**src/rtl/imem_boot_loader.sv**
```systemverilog
// imem_boot_loader
// Receives a program image as a byte stream and writes it, packed as 32-bit
// little-endian words, into instruction memory. The CPU is held in reset
// until a complete image with a matching XOR checksum has been written.
//
// Frame: SYNC_BYTE, len[7:0], len[15:8], 4*len payload bytes, checksum.
//        len is in words; checksum = XOR of both length bytes and all payload.
//
// Handshake: a byte moves when in_valid && in_ready at a rising clk edge.
//            in_ready depends only on state (never on in_valid), is high
//            while loading and low in RUN/ERR; the sender may idle freely.
//
// Ports:
//   clk, rst              clock, synchronous active-low reset
//   in_data/in_valid/in_ready   byte stream input
//   start                 one-cycle pulse, re-arms from RUN or ERR
//   imem_we/addr/wdata    instruction-memory write port (one cycle per word)
//   cpu_rst               active-low CPU reset (1 only in RUN)
//   done, err             level status flags
//   dbg_state             current FSM state for observation

module imem_boot_loader #(
    parameter int          ADDR_W    = 10,
    parameter logic [7:0]  SYNC_BYTE = 8'hA5
) (
    input  logic              clk,
    input  logic              rst,
    input  logic [7:0]        in_data,
    input  logic              in_valid,
    output logic              in_ready,
    input  logic              start,
    output logic              imem_we,
    output logic [ADDR_W-1:0] imem_addr,
    output logic [31:0]       imem_wdata,
    output logic              cpu_rst,
    output logic              done,
    output logic              err,
    output logic [2:0]        dbg_state
);

    typedef enum logic [2:0] {
        S_IDLE = 3'd0,
        S_LEN0 = 3'd1,
        S_LEN1 = 3'd2,
        S_DATA = 3'd3,
        S_CSUM = 3'd4,
        S_RUN  = 3'd5,
        S_ERR  = 3'd6
    } state_t;

    // Largest legal length in words (the full memory depth).
    localparam logic [16:0] MAX_LEN = 17'd1 << ADDR_W;

    state_t            state, next_state;
    logic [15:0]       len;
    logic [7:0]        csum;
    logic [1:0]        byte_idx;
    logic [23:0]       wbuf;      // lanes 0..2 of the word being assembled
    logic [ADDR_W:0]   word_cnt;  // one extra bit so len == depth does not wrap
    logic              beat;
    logic              last_word;
    logic [16:0]       full_len;  // length as seen while accepting len[15:8]

    logic in_ready_d, cpu_rst_d, done_d, err_d;

    assign beat      = in_valid && in_ready;
    assign full_len  = {1'b0, in_data, len[7:0]};
    assign last_word = (17'(word_cnt) + 17'd1) == {1'b0, len};
    assign dbg_state = state;

    // State register and datapath.
    always_ff @(posedge clk) begin
        if (!rst) begin
            state      <= S_IDLE;
            in_ready   <= 1'b0;
            cpu_rst    <= 1'b0;
            done       <= 1'b0;
            err        <= 1'b0;
            imem_we    <= 1'b0;
            imem_addr  <= '0;
            imem_wdata <= '0;
            len        <= '0;
            csum       <= '0;
            byte_idx   <= '0;
            wbuf       <= '0;
            word_cnt   <= '0;
        end else begin
            state    <= next_state;
            in_ready <= in_ready_d;
            cpu_rst  <= cpu_rst_d;
            done     <= done_d;
            err      <= err_d;
            imem_we  <= 1'b0;
            if (beat) begin
                case (state)
                    S_IDLE: begin
                        if (in_data == SYNC_BYTE) csum <= '0;
                    end
                    S_LEN0: begin
                        len[7:0] <= in_data;
                        csum     <= csum ^ in_data;
                    end
                    S_LEN1: begin
                        len[15:8] <= in_data;
                        csum      <= csum ^ in_data;
                        word_cnt  <= '0;
                        byte_idx  <= '0;
                    end
                    S_DATA: begin
                        csum     <= csum ^ in_data;
                        byte_idx <= byte_idx + 2'd1;
                        case (byte_idx)
                            2'd0: wbuf[7:0]   <= in_data;
                            2'd1: wbuf[15:8]  <= in_data;
                            2'd2: wbuf[23:16] <= in_data;
                            default: begin
                                // 4th byte completes the word: write next cycle.
                                imem_we    <= 1'b1;
                                imem_addr  <= word_cnt[ADDR_W-1:0];
                                imem_wdata <= {in_data, wbuf};
                                word_cnt   <= word_cnt + 1'b1;
                            end
                        endcase
                    end
                    default: ;
                endcase
            end
        end
    end

    // Next-state logic.
    always_comb begin
        next_state = state;
        case (state)
            S_IDLE: if (beat && in_data == SYNC_BYTE) next_state = S_LEN0;
            S_LEN0: if (beat) next_state = S_LEN1;
            S_LEN1: begin
                if (beat) begin
                    if (full_len == 17'd0)      next_state = S_CSUM;
                    else if (full_len > MAX_LEN) next_state = S_ERR;
                    else                         next_state = S_DATA;
                end
            end
            S_DATA: if (beat && byte_idx == 2'd3 && last_word) next_state = S_CSUM;
            S_CSUM: if (beat) next_state = (in_data == csum) ? S_RUN : S_ERR;
            S_RUN:  if (start) next_state = S_IDLE;
            S_ERR:  if (start) next_state = S_IDLE;
            default: next_state = S_IDLE;
        endcase
    end

    // Output decode from the next state so the registered flags change in
    // the same cycle the state does.
    always_comb begin
        in_ready_d = 1'b0;
        cpu_rst_d  = 1'b0;
        done_d     = 1'b0;
        err_d      = 1'b0;
        case (next_state)
            S_IDLE, S_LEN0, S_LEN1, S_DATA, S_CSUM: in_ready_d = 1'b1;
            S_RUN: begin
                cpu_rst_d = 1'b1;
                done_d    = 1'b1;
            end
            S_ERR: err_d = 1'b1;
            default: ;
        endcase
    end

endmodule
```
**config.mk**
```make
export PLATFORM = sky130hd
export DESIGN_NAME = imem_boot_loader
export DESIGN_NICKNAME = d
export VERILOG_FILES = /design/src/rtl/imem_boot_loader.sv
export SDC_FILE = /design/constraint.sdc
export NUM_CORES = 1
export LEC_CHECK = 0
export ABC_AREA = 1
export CAP_MARGIN = 0
export CORE_ASPECT_RATIO = 0.7
export CORE_MARGIN = 4
export CORE_UTILIZATION = 59
export DETAILED_ROUTE_END_ITERATION = 8
export GPL_ROUTABILITY_DRIVEN = 0
export GPL_TIMING_DRIVEN = 0
export PLACE_DENSITY = 0.87
export SLEW_MARGIN = 20
export SYNTH_ARGS = -nofsm -noshare
export SYNTH_HDL_FRONTEND = slang
export SYNTH_SLANG_ARGS = --single-unit
```
**constraint.sdc**
```tcl
create_clock -name clk -period 2.7 [get_ports clk]
set_input_delay 0.54 -clock clk [delete_from_list [all_inputs] [get_ports clk]]
set_output_delay 0.54 -clock clk [all_outputs]
set_load 0.1 [all_outputs]
```
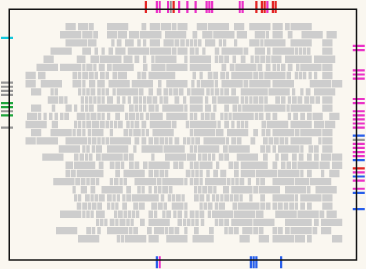
**Above:** pin placement.
(3 px per um) Pins as bars across the die edge, other pins in gray.
[blue] imem_addr | pins: 10 | direction: output | edge: 5 right, 5 bottom
[cyan] clk | pins: 1 | direction: input | edge: left
[red] in_data | pins: 8 | direction: input | edge: 7 top, 1 right
[magenta] imem_wdata | pins: 32 | direction: output | edge: 19 right, 12 top, 1 bottom
[green] dbg_state | pins: 3 | direction: output | edge: left
all pins by edge: 26 right, 20 top, 10 left, 6 bottom
die width: 115.2 um
Die Ht: 83.05 um

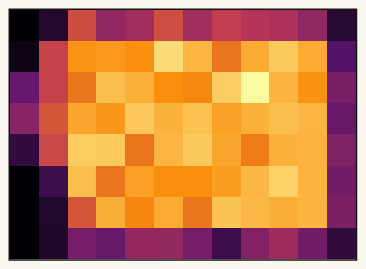
**Above:** local utilization.
(3 px per um) 12 x 8 tiles, from black (low) to pale yellow (high), 0 to 100% covered.
tiles over 75% full: 47%
nearly empty tiles: 4.2%
fullest tile: 99%
densest ninth of the die: center
mean over tiles: 59%
FP Util: 60.57%
fin util: 73.31%
core area: 0.007838 mm^2

==> impl_metrics.py <==
# Metrics from the implementation run
metrics = {
    "logic_synthesis": {
        "postSynth.asyncResetShare_pct": 0,
        "syn_inst": 649,
        "synth.cell_area_mm2": 0.004747,
        "syn_avg_cell_area_um2": 7.314,
        "top_cell_area_share_pct": 46.39,
        "yosys-top-cells-area": "dfxtp_1 (46%), nand2_1 (8.6%), a21oi_1 (8.5%)",
        "top_cells_by_count": "dfxtp_1 (110), nand2_1 (109), a21oi_1 (81), o21ai_0 (80), nor2_1 (75)",
        "ys_cells": 649,
        "edf_count": 0,
        "syn_nets": 667,
        "synth_seq_share_pct": 46.39,
        "yosys_warnings": 0,
        "yosysMostFrequentCell": "dfxtp_1",
        "ff_type": "dfxtp_1",
        "yosysUniqueCellTypes": 29,
        "top_area_cell": "dfxtp_1",
        "postSynthRegisterBits": 110,
        "ys_area_mm2": 0.004747,
    },
    "worst_setup_path": {
        "critical_path.startpoint_type": "flop",
        "cpLargestDelayFamily": "buffers and inverters",
        "worstPathArrival_ns": 2.01,
        "cp_slowest_stage_delay_ns": 1.19,
        "r2r-start": "word_cnt[1]",
        "path_class": "flop to output port",
        "slowest_stage": "clkdlybuf4s50_1",
        "worstPathMaxFanout": 7,
        "crit_required_ns": 2.16,
        "r2r_cells": 13,
        "cp_cell_sequence": "clkdlybuf4s50_1",
        "worst-path-buf-inv": 1,
        "cp-end-kind": "output port",
        "crit_start": "dbg_state[1]",
        "path_depth": 1,
    },
    "grt": {
        "overflow": 0,
        "top_usage_layer": "met2",
        "antenna_found_initial": 0,
        "grt_max_degree": 17,
        "grt_pass1_wl_um": 21520,
        "grt_pass1_vias": 4490,
        "grt_use_total_pct": 28.01,
        "grtUsageMet1_pct": 37.41,
        "grtUsageMet2_pct": 42.12,
        "grt_use_met3_pct": 7.575,
    },
    "finish": {
        "drive_gt1_share_pct": 5.817,
        "final_cell_area_mm2": 0.005746,
        "nNetsFinal": 736,
        "area_growth_pct": 21.03,
        "antenna_cells": 0,
        "stdcell_count": 823,
    },
    "timing": {
        "finalMaxSlewViolations": 0,
        "fin_skew_ns": 0.006084,
        "rsz0062_at_grt": "false",
        "setup_viol": 0,
        "hold_slack_ns": 0.4580,
        "worst_slew_pin_slew_ns": 0.9836,
        "layout_setup_ws_ns": 0.1504,
        "fin_setup_tns_ns": 0,
        "period_used_pct": 94.43,
        "slew_headroom_pct": 34.22,
        "final_hold_viol_count": 0,
        "finalCriticalPeriod_ns": 2.550,
        "fmax_mhz": 392.2,
    },
    "placement": {
        "port_buffers": 58,
        "place_area_mm2": 0.005454,
        "pre_cts_ws_ns": -0.1851,
        "dp_cells": 808,
        "hpwlAfterDp_um": 9424,
    },
    "clock_network": {
        "numCtsBuffers": 9,
        "clk-insertion-delay-late_ns": 0.35,
        "clk_pin_slew_ns": 0.06,
        "cts_hold_buffers": 0,
        "tritoncts": "built",
        "cts-htree-levels": 3,
        "cts_sinks": 110,
        "cts_root_buf": "clkbuf_16",
        "cts_buffer_depth": 2,
        "cts_setup_buffers": 0,
    },
    "drt": {
        "drt_wl_total_um": 13200,
        "wl_per_cell_um": 16.04,
        "wl_met3_um": 1414,
        "final_antenna_net_count": 0,
        "vias_per_cell": 5.892,
        "drt_iter0_drc": 598,
        "met1_length_um": 5522,
        "wl_met2_um": 5861,
        "vias": 4849,
        "dr.pass1.iters": 8,
        "drc": 0,
        "top_layer": "met4",
    },
    "die": {
        "io_pins": 62,
        "die_area_mm2": 0.009568,
        "rows": 27,
    },
    "worst_hold_path": {
        "min-delay-path-class": "flop to flop",
        "hold_depth": 2,
        "hp-start": "len[15]",
    },
    "power": {
        "combPwrFrac_pct": 6.6,
        "switching_share_pct": 23.07,
        "leakage_nw": 2.207,
        "pwr-share-clk_pct": 40.4,
        "seqPwrFrac_pct": 53.0,
        "p_int_mw": 2.393,
        "pwr_density_cell_mw_per_mm2": 541.4,
        "power_mw": 3.110,
        "vdd_drop_max_mv": 0.5135,
        "power.switching_mw": 0.7175,
    },
    "flow_run": {
        "warnings": 30,
        "drv_cap": 0,
    },
    "outcome": {
        "run_status": "completed",
    },
}
[cell families (layout without fill, tap and decap cells)]
family	count (synthesis)	count (layout)	synth area share (%)
fa+ha+maj	6	6	1.581
simple gates	259	259	23.46
xor+xnor	9	9	1.661
flops	110	110	46.39
buf+inv	93	166	7.907
compound gates	172	172	19.00
[layout by cell type (no fill, tap or decap), drive strengths merged]
cell           count
clkinvlp           1
buf               13
ha                 6
nor2              82
clkdlybuf4s50     58
xor2               3
o211ai             1
o211a              5
clkbuf            32
o21ai             81
nand2            113
xnor2              6
nand4              8
dfxtp            110
and2               2
a31oi              1
nor3               1
o31ai              1
a22oi              1
a21oi             82
inv               59
nand3             51
or2                2
clkinv             3
[power groups by stage]
stage               registers, mW  logic [mW]  clock network [mW]
detailed placement           1.68       0.197                   0
global route                 1.65       0.222                1.34
global placement             1.68       0.193                   0
CTS                          1.65       0.199                1.28
finish                       1.65       0.205                1.26
floorplan                    1.70       0.107                   0
[path summary, 6_finish.rpt]
kind / endpoint / slack (ns)
max reg2reg: done / 0.50
min: len[15] / 0.46
max: dbg_state[1] / 0.15
min reg2reg: len[15] / 0.46
[repair_timing]
item / in CTS / in global routing
endpoints found under the hold margin: 0 / 0
resized: 0 / 1
setup endpoints to repair: 0 / 20
[final cells by class]
class / count / area, um^2
plain buffers: 32 / 146.4
inverters: 61 / 229.0
fillers: 604 / 2092
clock buffers: 13 / 270.3
multi-input cells: 446 / 2175
clock inverters: 2 / 16.27
well taps: 101 / 126.4
flip-flops and latches: 110 / 2202
repair buffers: 58 / 580.6
[flip-flops by register name, summed over array words and instances, names as in the netlist]
name        count
csum            8
imem_addr      10
done            1
in_ready        1
imem_wdata     32
wbuf           24
len            16
imem_we         1
err             1
word_cnt       11
byte_idx        2
dbg_state       3
Power and IR drop assume default switching activity.
